===== src/rtl/param_delay_line.sv =====
// Multi-lane delay line with a run-time selectable delay of 1..DELAY_MAX advancing cycles.
// Samples carry a valid bit; en stalls, flush and delay_load clear the pipeline synchronously.
module param_delay_line #(
    parameter int WIDTH      = 32,
    parameter int CHANNELS   = 2,
    parameter int DELAY_MAX  = 8,
    parameter int DELAY_INIT = 1,
    parameter int DW         = $clog2(DELAY_MAX + 1)
) (
    input  logic                      clk,
    input  logic                      clear_n,
    input  logic                      en,
    input  logic                      flush,
    input  logic                      delay_load,
    input  logic [DW-1:0]             delay_val,
    input  logic                      in_valid,
    input  logic [CHANNELS*WIDTH-1:0] in_data,
    output logic                      out_valid,
    output logic [CHANNELS*WIDTH-1:0] out_data,
    output logic [DW-1:0]             cur_delay,
    output logic                      filled
);

    localparam int DATA_W   = CHANNELS * WIDTH;
    localparam int NST      = (DELAY_MAX > 1) ? (DELAY_MAX - 1) : 1;
    localparam int INIT_INT = (DELAY_INIT < 1) ? 1 :
                              ((DELAY_INIT > DELAY_MAX) ? DELAY_MAX : DELAY_INIT);
    localparam logic [DW-1:0] INIT_D = DW'(INIT_INT);
    localparam logic [DW-1:0] MAX_D  = DW'(DELAY_MAX);
    localparam logic [DW-1:0] ONE_D  = DW'(32'd1);

    function automatic logic [DW-1:0] clamp_delay(input logic [DW-1:0] v);
        if (v == '0) begin
            return ONE_D;
        end else if (v > MAX_D) begin
            return MAX_D;
        end else begin
            return v;
        end
    endfunction

    logic [DATA_W-1:0] stage_data_q  [NST];
    logic              stage_valid_q [NST];

    logic [DW-1:0]     cur_delay_q, cur_delay_d;
    logic [DW-1:0]     fill_cnt_q, fill_cnt_d;
    logic              filled_q, filled_d;
    logic              out_valid_q, out_valid_d;
    logic [DATA_W-1:0] out_data_q, out_data_d;

    logic              clr_s;
    logic              adv_s;
    logic [DATA_W-1:0] tap_data_s;
    logic              tap_valid_s;
    logic [DW-1:0]     cnt_inc_s;
    logic              filled_adv_s;

    // Tap select: delay 1 feeds the output register straight from the input,
    // delay D reads stage D-2.
    always_comb begin
        tap_data_s  = in_data;
        tap_valid_s = in_valid;
        for (int k = 0; k < NST; k++) begin
            tap_data_s  = (cur_delay_q == DW'(k + 2)) ? stage_data_q[k]  : tap_data_s;
            tap_valid_s = (cur_delay_q == DW'(k + 2)) ? stage_valid_q[k] : tap_valid_s;
        end
    end

    // Next-state for delay, fill tracking and the output register (load > flush > en).
    always_comb begin
        clr_s        = delay_load | flush;
        adv_s        = en & ~clr_s;
        cnt_inc_s    = (fill_cnt_q == MAX_D) ? fill_cnt_q : (fill_cnt_q + ONE_D);
        filled_adv_s = (cnt_inc_s >= cur_delay_q);
        cur_delay_d  = delay_load ? clamp_delay(delay_val) : cur_delay_q;
        fill_cnt_d   = fill_cnt_q;
        filled_d     = filled_q;
        out_valid_d  = out_valid_q;
        out_data_d   = out_data_q;
        if (clr_s) begin
            fill_cnt_d  = '0;
            filled_d    = 1'b0;
            out_valid_d = 1'b0;
            out_data_d  = '0;
        end else if (en) begin
            fill_cnt_d  = cnt_inc_s;
            filled_d    = filled_adv_s;
            out_valid_d = tap_valid_s & filled_adv_s;
            out_data_d  = tap_data_s;
        end else begin
            fill_cnt_d  = fill_cnt_q;
        end
    end

    // Control and output registers.
    always_ff @(posedge clk or negedge clear_n) begin
        if (!clear_n) begin
            cur_delay_q <= INIT_D;
            fill_cnt_q  <= '0;
            filled_q    <= 1'b0;
            out_valid_q <= 1'b0;
            out_data_q  <= '0;
        end else begin
            cur_delay_q <= cur_delay_d;
            fill_cnt_q  <= fill_cnt_d;
            filled_q    <= filled_d;
            out_valid_q <= out_valid_d;
            out_data_q  <= out_data_d;
        end
    end

    // Shift chain: every stage moves on an advancing edge regardless of the tap in use.
    always_ff @(posedge clk or negedge clear_n) begin
        if (!clear_n) begin
            for (int k = 0; k < NST; k++) begin
                stage_data_q[k]  <= '0;
                stage_valid_q[k] <= 1'b0;
            end
        end else if (clr_s) begin
            for (int k = 0; k < NST; k++) begin
                stage_data_q[k]  <= '0;
                stage_valid_q[k] <= 1'b0;
            end
        end else if (adv_s) begin
            stage_data_q[0]  <= in_data;
            stage_valid_q[0] <= in_valid;
            for (int k = 1; k < NST; k++) begin
                stage_data_q[k]  <= stage_data_q[k-1];
                stage_valid_q[k] <= stage_valid_q[k-1];
            end
        end
    end

    assign out_valid = out_valid_q;
    assign out_data  = out_data_q;
    assign cur_delay = cur_delay_q;
    assign filled    = filled_q;

endmodule


===== config.mk =====
export PLATFORM = sky130hd
export DESIGN_NAME = param_delay_line
export DESIGN_NICKNAME = d
export VERILOG_FILES = /design/src/rtl/param_delay_line.sv
export SDC_FILE = /design/constraint.sdc
export NUM_CORES = 1
export LEC_CHECK = 0
export CAP_MARGIN = 20
export CORE_ASPECT_RATIO = 1.75
export CORE_MARGIN = 4
export CORE_UTILIZATION = 53
export DETAILED_ROUTE_END_ITERATION = 7
export PLACE_DENSITY = 0.72
export SLEW_MARGIN = 25
export SYNTH_ARGS = -nofsm -noshare
export SYNTH_HDL_FRONTEND = slang
export SYNTH_SLANG_ARGS = --single-unit

===== constraint.sdc =====
create_clock -name clk -period 4.8 [get_ports clk]
set_input_delay 0.96 -clock clk [delete_from_list [all_inputs] [get_ports clk]]
set_output_delay 0.96 -clock clk [all_outputs]
set_load 0.05 [all_outputs]

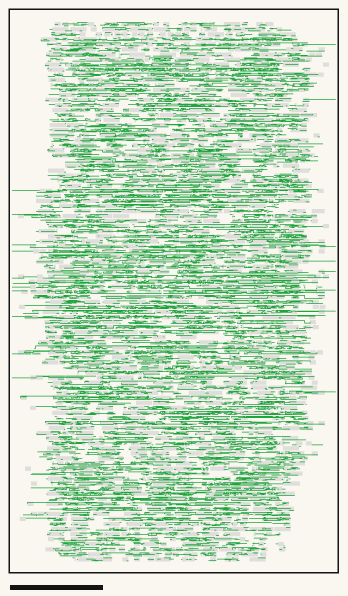
Fig. 1. The metal 1 layer.
Bar = 50 microns. Cells faint in the background.
- main direction: horizontal
- nets with wire on the layer: 2375
- longest straight run: 51.5 microns
- share of all routed wire: 41%
- wire length on this layer: 28.1 mm

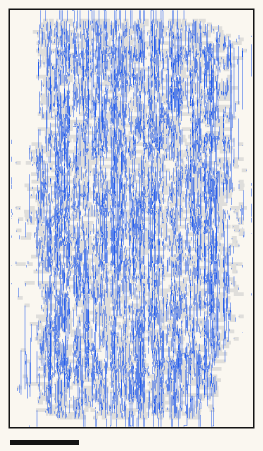
Fig. 2. The metal 2 layer.
Bar = 50 microns. Cells faint in the background.
- main direction: vertical
- longest straight run: 86.7 microns
- wire length on this layer: 33.9 mm
- share of all routed wire: 50%
- nets with wire on the layer: 2153
total via count in the routed design: 19.4k
met2 demand-to-capacity share in global routing: 43.0%
total wirelength of the detailed-routed design: 68.3 mm

==> run summary <==
Status of the implementation.

- For the final database, setup skew stands at 0.0107 ns.
- The switching power of the nets is approximately 2600 uW, for reference.
- The maximum operating frequency is around 280 MHz, for reference.
- Hold-check failures listed in the final report amount to 0.
- The wire length of the first global-routing pass is 110 mm, for reference.
- The synthesized netlist net count is between 2k and 3k, for reference.
- The post-layout total power is roughly 10000 uW, for reference.
- Hold repair after CTS inserted 0 buffers.
- The detail-routed net length per standard cell is ~22 microns, for reference.
- The flow inserted 654 tap cells.
- Per the post-route antenna check, the number of violating nets is 0.
- The number of buffer cells added on primary ports is 143, for reference.
- The power share of the combinational group is a little over an eighth, for reference.
- At the worst endpoint, the arrival time is around 2.7 ns.
- After floorplanning, the core was divided into 107 placement rows.
- For this run, the slowest stage of the critical path takes ~1.1 ns.
- The buffer levels on the longest clock path is 3, for reference.
- The count of multi-input combinational gates is around 1.7k, for reference.
- The finished layout holds 3169 standard cells, fillers aside.
- The power report attributes to the sequential group a share of between 40 and 50%.
- The dominant cell by count in the synthesized netlist is sky130_fd_sc_hd__dfrtp_1, for reference.
- The fraction of final layout cells sized beyond drive strength 1 is 7.36%, for reference.
- Across all hold checks on the routed design, the worst slack comes to roughly 0.3 ns.
- The finished design was reported to have a net count of about 2.6k.
- The commonest cells after synthesis are sky130_fd_sc_hd__dfrtp_1, sky130_fd_sc_hd__mux2i_1, sky130_fd_sc_hd__nor2_1, sky130_fd_sc_hd__o21ai_0, sky130_fd_sc_hd__clkbuf_1.
- Looking at the reg2reg group, the worst path starts from cur_delay[0].
- Per STA, the worst path is made up of clkdlybuf4s50_1.
- In the final report, the number of endpoints failing setup comes to 0.
- The STA report counts the stages on the worst setup path as 1.
- The synthesized area is approximately 26000 sq um, for reference.
- The footprint of the multi-input gates is approximately 12000 sq um, for reference.
- Net switching is between 20% and 30% of the power.
- The analysis reports a worst IR drop on VDD of about 0.00023 V.
- STA classifies the critical path startpoint as a register.
- The first TritonRoute pass finished after 5 iterations.
- The number of global-route vias before repair was around 20k.
- In the power breakdown, the internal column shows just over 7000 uW.
- The fraction of standard cell area in multi-input logic is about two fifths, for reference.
- The family with the most delay on the worst path is flip-flops, for reference.
- For reference, the final report shows the max-slew violation count at 0.
- The sequential area share after synthesis is 50.3%, for reference.
- TritonCTS built the clock tree.
- Global routing consumed, over all layers together, between 20% and 30% of the routing resources.
- Summing all flip-flop and latch instances after layout gives approximately 13000 sq um.
- The setup slack of the critical path after layout is approximately 1.2 ns, for reference.
- The worst max-slew margin expressed relative to the limit is between 20% and 30%, for reference.
- The synthesized instance count is about 2.5k, for reference.
- The Yosys step of the flow raised 0 warnings.
- The final layout contains a sequential cell count of 529.
- For the final routed database, the setup TNS stands at 0 ns.
- Setup repair after global routing left no endpoint under its margin.
- For this run, design rule violations remaining after detail routing come to 0.
- The initial standard-cell utilization of the core is a little over half, for reference.
- The flow ran to the end, and the final reports show no timing, DRC or antenna violations.
- After synthesis, the cell types taking the most area are sky130_fd_sc_hd__dfrtp_1, sky130_fd_sc_hd__mux2i_1, sky130_fd_sc_hd__nor2_1.
- The tally of max-capacitance violations is 0, for reference.
- For this design the ratio of total power to cell area is roughly 330 nW/um^2.
- The script reports the combined buffer and inverter count of the critical path as 1.
- Once iteration 0 of detailed routing completed, the report listed ~1.6k DRC markers.
- The end of the worst register-to-register path is out_valid, for reference.
- The cell depth of the worst flop-to-flop path is 5, for reference.
- Of all flip-flops after synthesis, the portion carrying an async set or reset was 100%.
- By area, the class that comes first in the final layout consists of registers.
- Pin placement for this block handled 144 I/O pins.
- The master cell of the clock root buffer is sky130_fd_sc_hd__clkbuf_16, for reference.
- The CTS H-tree depth is 2, for reference.
- The category of the critical setup timing path is register to primary output, for reference.
- The synthesized area per cell is ~11 sq um, for reference.
- The congestion estimate from routability-driven global placement came to 0.828.
- The non-clock inverter instance count of the final layout is 33, for reference.
- The mean number of vias per cell is roughly 6.1, for reference.
- The power report attributes to the clock group a share of between 30% and 40%.
- The core outline area is just under 50000 sq um, for reference.
- Once placement completed, the tool counted placed cells totaling 3082.
- The insertion delay to the later sink of the worst-skew pair is roughly 0.57 ns, for reference.
- Of the available clock period, the critical path in the final layout requires about three quarters.
- Once detailed placement completed, the half-perimeter wirelength came to slightly below 40 mm.
- Synthesis instantiated between 40 and 50 different standard cells from the library.
==> kinds of logic (layout without fill, tap and decap cells) <==
family	count (synthesis)	count (layout)	share of synthesized area [%]
and+or+nand+nor	636	636	11.0
adders and majority gates	6	6	0.285
DFF	529	529	50.3
buffers and inverters	249	298	4.35
AOI/OAI and AO/OA	471	471	11.9
muxes	571	571	22.0
xor gates and xnor gates	4	4	0.133
==> flip-flops by register name, summed over array words and instances, names as in the netlist <==
register and flops:
cur_delay 4, stage_valid_q 7, filled 1, stage_data_q 448, out_data 64, out_valid 1
fill_cnt_q 4
==> metal layers <==
layer | vias up | part of all wire [%] | global-route usage, %
met5 | - | 0.019 | 0
met4 | 2 | 3.8 | 10.1
met3 | 167 | 5.3 | 3.20
met2 | 600 | 50 | 43.0
met1 | 9896 | 41 | 33.2
li1 | 8726 | - | -
==> placed cells by master, fill, tap and decap left out, drive strengths merged, types with 56 or more instances in the layout <==
| master | count |
|---|---|
| a21oi | 57 |
| mux2 | 58 |
| a22oi | 64 |
| and3b | 56 |
| mux2i | 513 |
| clkdlybuf4s50 | 141 |
| clkbuf | 76 |
| nor2 | 468 |
| nand2b | 61 |
| dfrtp | 528 |
| o21ai | 179 |
==> stage by stage <==
| step | cell area [sq um] | util, % |
|---|---|---|
| floorplan | 26300 | - |
| global placement | 28000 | 57.3 |
| detailed placement | 28000 | 57.3 |
| CTS | 29600 | 60.6 |
| global route | 29600 | 60.6 |
| finish | 29600 | 60.6 |
==> power groups by stage <==
stage | Sequential, uW | Combinational [uW] | Clock, uW
detailed placement | 4700 | 1280 | 0
global placement | 4690 | 1250 | 0
floorplan | 4720 | 761 | 0
global route | 4620 | 1370 | 4150
CTS | 4610 | 1280 | 3980
finish | 4620 | 1280 | 3900
Power figures rest on the tool's default switching activity, not on a simulated workload.
